## src/rtl/gray_counter_n.sv

```systemverilog
// gray_counter_n: prescaled up/down Gray counter with load, wrap/saturate and step/wrap pulses
module gray_counter_n #(
  parameter int WIDTH    = 4,
  parameter int PRESCALE = 10000000,
  parameter int SATURATE = 0
) (
  input  logic             clk,
  input  logic             rst_n,
  input  logic             en,
  input  logic             up_down,
  input  logic             load,
  input  logic [WIDTH-1:0] load_gray,
  output logic [WIDTH-1:0] gray_code,
  output logic [WIDTH-1:0] bin_code,
  output logic             step,
  output logic             wrap
);
  localparam int PW = PRESCALE > 1 ? $clog2(PRESCALE) : 1;
  localparam logic [PW-1:0] PMAX = PW'(PRESCALE - 1);
  localparam bit SAT = SATURATE != 0;
  logic [PW-1:0] pcnt;
  logic [WIDTH-1:0] lb, nb;
  logic tick, at_end, hold;
  for (genvar i = 0; i < WIDTH; i++) begin : g_g2b
    assign lb[i] = ^load_gray[WIDTH-1:i];
  end
  assign tick   = en & (pcnt == PMAX);
  assign at_end = up_down ? &bin_code : ~|bin_code;
  assign hold   = SAT & at_end;
  assign nb     = up_down ? bin_code + 1'b1 : bin_code - 1'b1;
  always_ff @(posedge clk) begin
    if (!rst_n) begin
      pcnt      <= '0;
      bin_code  <= '0;
      gray_code <= '0;
      step      <= 1'b0;
      wrap      <= 1'b0;
    end else if (load) begin
      pcnt      <= '0;
      bin_code  <= lb;
      gray_code <= load_gray;
      step      <= 1'b0;
      wrap      <= 1'b0;
    end else if (en) begin
      pcnt <= tick ? '0 : pcnt + 1'b1;
      step <= tick & ~hold;
      wrap <= tick & at_end;
      if (tick && !hold) begin
        bin_code  <= nb;
        gray_code <= nb ^ (nb >> 1);
      end
    end else begin
      step <= 1'b0;
      wrap <= 1'b0;
    end
  end
endmodule

```

## config.mk

```make
export PLATFORM = sky130hd
export DESIGN_NAME = gray_counter_n
export DESIGN_NICKNAME = d
export VERILOG_FILES = /design/src/rtl/gray_counter_n.sv
export SDC_FILE = /design/constraint.sdc
export NUM_CORES = 1
export LEC_CHECK = 0
export CAP_MARGIN = 20
export CELL_PAD_IN_SITES_DETAIL_PLACEMENT = 1
export CELL_PAD_IN_SITES_GLOBAL_PLACEMENT = 2
export CORE_MARGIN = 5
export CORE_UTILIZATION = 37
export DETAILED_ROUTE_END_ITERATION = 8
export PLACE_DENSITY_LB_ADDON = 0.1
export SETUP_SLACK_MARGIN = 0.15
export SLEW_MARGIN = 25
export SYNTH_ARGS = -nofsm -noshare
export SYNTH_HDL_FRONTEND = slang
export SYNTH_SLANG_ARGS = --single-unit
```

## constraint.sdc

```tcl
create_clock -name clk -period 4.9 [get_ports clk]
set_input_delay 1.47 -clock clk [delete_from_list [all_inputs] [get_ports clk]]
set_output_delay 1.47 -clock clk [all_outputs]
set_load 0.01 [all_outputs]
```

### Cells colored by class, run 1

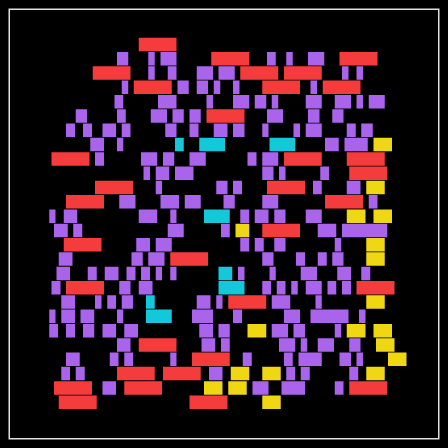
[purple] all other logic | cells: 177 | share of their area: 55%
[cyan] clock drivers and dummy loads | cells: 8 | share of their area: 4.2%
[yellow] other buffers and delay cells | cells: 19 | share of their area: 9.0%
[red] flip-flops | cells: 33 | share of their area: 32%

### Port wiring, run 1

Bar = 20 um.
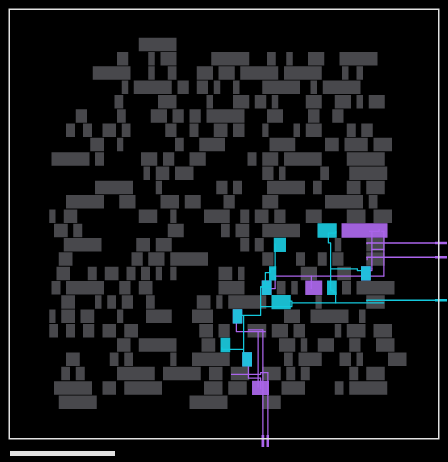
[cyan] rst_n | bits: 1 | direction: input | edge: right | end cells: 10 | buffers: 1 | wire: 95.4 um
[purple] load_gray | bits: 4 | direction: input | edge: 2 right, 2 bottom | end cells: 7 | buffers: 4 | wire: 146 um

==> impl_metrics.py, run 1 <==
# Generated from Yosys and OpenROAD reports
metrics = {
    "run_status": {
        "run_status": "finished clean",
    },
    "logic_synthesis": {
        "synth_stat.cells": 221,
        "synth.area.mux_share_pct": 0,
        "synth-simple-area-share_pct": 30.4,
        "dominantRegCellSynth": "dfxtp_1",
        "xor_share_pct": 10.6,
        "ys_sh_aoi_pct": 15.0,
        "synth_top_area_share_pct": 35.1,
        "synthCells": 221,
        "synth-adder-area-share_pct": 3.06,
    },
    "global_routing": {
        "grt_antenna_before_repair": 0,
        "grtUsageMet1_pct": 21.7,
        "via_count_of_the_first_global_routing_pass": 1756,
    },
    "final_timing": {
        "worst_slew_pin_slew_ns": 0.590,
        "max_freq_mhz": 296,
        "final.setup.tns_ns": 0,
        "report.final.slew_viol_count": 0,
        "finalWorstPathRequiredPeriod_ns": 3.37,
        "holdWs_ns": 0.507,
        "final_clock_skew_ns": 0.00447,
        "period_used_pct": 68.9,
    },
    "route": {
        "routed-wl-met3_um": 234,
        "met1_length_um": 2370,
        "wl_per_cell_um": 16.6,
        "top_signal_layer_used": "met4",
        "route.vias.total": 1715,
        "dr_wl_met2_um": 2440,
    },
    "worst_setup_path": {
        "critPathKind": "input port to flip-flop",
        "setup.worst_path.start_class": "input port",
        "crit_required_ns": 5.11,
        "crit_chain": "clkdlybuf4s50_1 -> and4_1 -> nand3_1 -> or4_1 -> a21oi_1",
        "timing.critical_path.buf_inv": 1,
        "critical_path.reg2reg.startpoint": "pcnt[5]",
        "timing.critical_path.arrival_ns": 3.59,
    },
    "final_layout": {
        "instances_no_fill": 307,
        "nMultiInputCombCells": 169,
        "buffers_excl_clock": 19,
        "final.clkbuf_count": 5,
        "final-seq-area_um2": 661,
        "comb_area_um2": 1110,
        "n_antenna_cell": 0,
    },
    "floorplanning": {
        "nWellTaps": 70,
        "die_y_um": 81.3,
        "placeableCoreArea_um2": 5010,
        "io_pins": 19,
    },
    "clock_tree": {
        "cts_resized": 0,
        "clk_root_buffer_cell": "clkbuf_8",
        "cts-hold-fix-buffers": 0,
        "insertion_delay_at_the_late_pin_of_the_worst_skew_pair_ns": 0.28,
        "tritoncts": "yes",
        "ctsHtreeMaxLevel": 2,
        "path_clk_slew_ns": 0.07,
        "clkSinkCount": 33,
    },
    "power": {
        "power_density_normalized_to_cell_area_nw_per_um2": 259,
        "power_leakage_uw": 0.000705,
    },
}
### Local utilization, run 1

Bar = 20 um. The die is cut into 8 by 8 equal tiles; black is low, pale yellow is high, 0 to 100% covered.
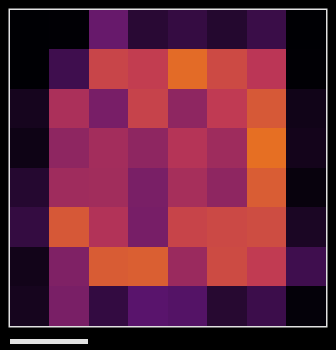
emptiest ninth of the die: top left
fullest tile: 67%
mean over tiles: 31%
nearly empty tiles: 9.4%

### PDN straps and rails, run 1

Bar = 20 um. Pins as bars on the die edge.
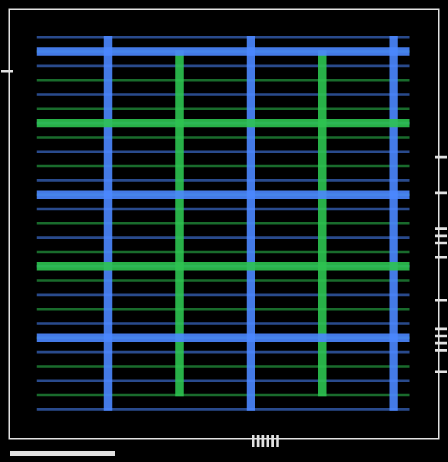
[green] VDD
[blue] VSS
signal pins: 19
rows: 26
met5 straps: 5

run 1: placed cells by master, fill, tap and decap left out, types with 9 or more instances in the layout:
| master | instances |
|---|---|
| clkdlybuf4s50_1 | 18 |
| or4_1 | 9 |
| a21oi_1 | 18 |
| nand3_1 | 17 |
| dfxtp_1 | 33 |
| nand2_1 | 15 |
| o31ai_1 | 10 |
| xnor2_1 | 12 |
| nor2_1 | 13 |
run 1: power by group:
part | switching, uW | internal (uW) | total, uW
logic | 36.5 | 37.8 | 74.3
registers | 7.06 | 273 | 280
clock network | 108 | 98.1 | 206
run 1: state kept, by name, summed over array words and instances, names as in the netlist:
register	cells
pcnt	24
gray_code	4
wrap	1
step	1
bin_code	3
## Run 2: what changed since run 1
--- a/config.mk
+++ b/config.mk
@@ -9,7 +9,7 @@
 export CELL_PAD_IN_SITES_DETAIL_PLACEMENT = 1
 export CELL_PAD_IN_SITES_GLOBAL_PLACEMENT = 2
 export CORE_MARGIN = 5
-export CORE_UTILIZATION = 37
+export CORE_UTILIZATION = 31
 export DETAILED_ROUTE_END_ITERATION = 8
 export PLACE_DENSITY_LB_ADDON = 0.1
 export SETUP_SLACK_MARGIN = 0.15
==> constraint.sdc (replaced) <==
create_clock -name clk -period 2.8 [get_ports clk]
set_input_delay 0.84 -clock clk [delete_from_list [all_inputs] [get_ports clk]]
set_output_delay 0.84 -clock clk [all_outputs]
set_load 0.01 [all_outputs]
### Cells colored by class, run 2

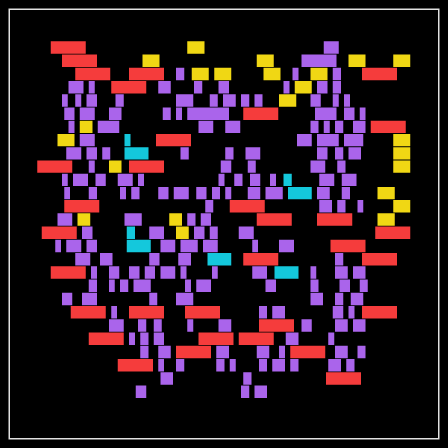
flop share of the area: 30.1%
Site Rows: 28

==> run 2 against run 1 <==
Via count rose by 2.1%. Sequential share of layout area fell by 0.45 points. Area after synthesis did not move. Clock-buffer cell count rose by 1. Sequential cell count did not move. Register-to-register slack got worse by 2.2 ns. Core utilization fell by 6.1 points. Final area rose by 1.5%. Clock skew rose by 0.0044 ns. Routed wire length rose by 2.2%.
==> impl_metrics.py, run 2 <==
# Generated from Yosys and OpenROAD reports
metrics = {
    "worst_setup_path": {
        "crit_required_ns": 3.00,
        "critPathKind": "input port to flip-flop",
        "crit_path_frequent_cell": "a21oi_1",
        "timing.critical_path.buf_inv": 2,
        "timing.critical_path.max_delay_family": "AND-OR/OR-AND gates",
        "crit_chain": "clkdlybuf4s50_1 -> inv_1 -> ha_1 -> a21oi_1 -> a21oi_1 -> o2111a_1 -> a211oi_1",
        "setup.worst_path.start_class": "input port",
        "critical_path.reg2reg.startpoint": "pcnt[5]",
        "timing.critical_path.arrival_ns": 2.69,
    },
    "clock_tree": {
        "ctsHtreeMaxLevel": 2,
        "clkSinkCount": 33,
        "clk_root_buffer_cell": "clkbuf_8",
        "insertion_delay_at_the_late_pin_of_the_worst_skew_pair_ns": 0.29,
        "cts_resized": 0,
        "cts-hold-fix-buffers": 0,
        "path_clk_slew_ns": 0.07,
        "tritoncts": "yes",
    },
    "power": {
        "p_sw_share_pct": 26.3,
        "pwr-share-clk_pct": 36.4,
        "combinationalPowerShare_pct": 13.5,
        "power_density_normalized_to_cell_area_nw_per_um2": 444,
        "total_power_uw": 974,
        "power_internal_uw": 718,
        "power_leakage_uw": 0.000725,
        "irDropWorstVdd_uv": 218,
        "share_seq_of_total_power_pct": 50.2,
    },
    "final_timing": {
        "period_used_pct": 88.9,
        "final.setup.tns_ns": 0,
        "final_clock_skew_ns": 0.00885,
        "finalWorstPathRequiredPeriod_ns": 2.49,
        "max_freq_mhz": 402,
        "holdWs_ns": 0.516,
        "rsz_0062_raised_after_global_routing": "false",
    },
    "route": {
        "route.vias.total": 1751,
        "final_antenna_net_count": 0,
        "drt_iter0_drc": 73,
        "wl_per_cell_um": 16.5,
    },
    "logic_synthesis": {
        "synth_seq_share_pct": 35.1,
        "synthCells": 221,
        "synth_top_area_share_pct": 35.1,
        "synth.yosys.warnings": 0,
        "synth_stat.cells": 221,
        "enable_flop_cells": 0,
        "dominantRegCellSynth": "dfxtp_1",
    },
    "final_layout": {
        "largest_register_ffs": 24,
        "final.clkbuf_count": 6,
        "layout_top_cell_excl_fill_tap": "dfxtp_1",
        "nets": 253,
        "buffers_excl_clock": 23,
        "nMultiInputCombCells": 169,
        "instances_no_fill": 316,
        "regMostFlops": "pcnt",
        "clkCellAreaFrac_pct": 3.76,
        "most-common-layout-cells": "33 x dfxtp_1, 18 x a21oi_1, 18 x clkdlybuf4s50_1",
        "n_antenna_cell": 0,
        "largest_registers": "pcnt: 24 flops, gray_code: 4 flops, bin_code: 3 flops",
        "final-seq-area_um2": 661,
    },
    "global_routing": {
        "grt_overflow": 0,
        "grtUsageMet1_pct": 19.5,
        "via_count_of_the_first_global_routing_pass": 1775,
        "grt_first_pass_wirelength_um": 8870,
        "track_usage_pct": 14.7,
        "grt_antenna_before_repair": 0,
    },
    "run_status": {
        "run_status": "finished clean",
    },
    "placement": {
        "placed_cells_incl_taps": 308,
        "dp_hpwl_um": 4000,
    },
    "floorplanning": {
        "die_y_um": 87.9,
        "placeableCoreArea_um2": 5920,
    },
}
### Port wiring, run 2

Bar = 20 um.
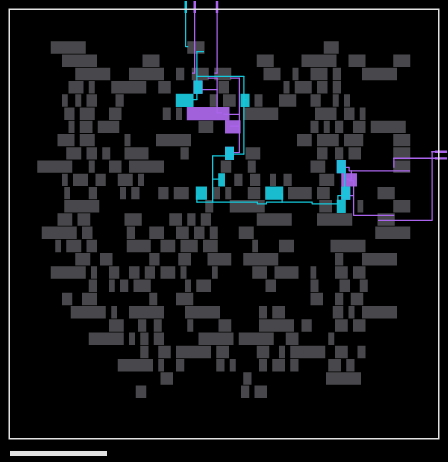
buffers added on ports: 18
Top-Level Pins: 19

run 2: cell counts after synthesis:
No cell type changed its count.
run 2: power groups by stage:
stage	sequential (uW)	combinational [uW]	clock [uW]
after detailed placement	500	132	0
after CTS	489	133	370
after global routing	491	145	391
after floorplan	501	80.0	0
after global placement	499	131	0
final	489	131	354
run 2: routing by layer:
metal | share of wire, % | up-vias
met2 | 47 | 22
met1 | 49 | 860
met4 | 1.5 | 0
li1 | - | 860
met5 | 0 | -
met3 | 2.4 | 9
run 2: logic make-up (layout without fill, tap and decap cells):
group,Yosys count,after routing,synth area share [%]
buffers and inverters,19,39,5.91
XOR/XNOR,21,21,10.6
AND/OR/NAND/NOR,99,99,30.4
AND-OR/OR-AND,45,45,15.0
flip-flops,33,33,35.1
adder cells (fa/ha/maj),4,4,3.06
Power and IR drop assume default switching activity.
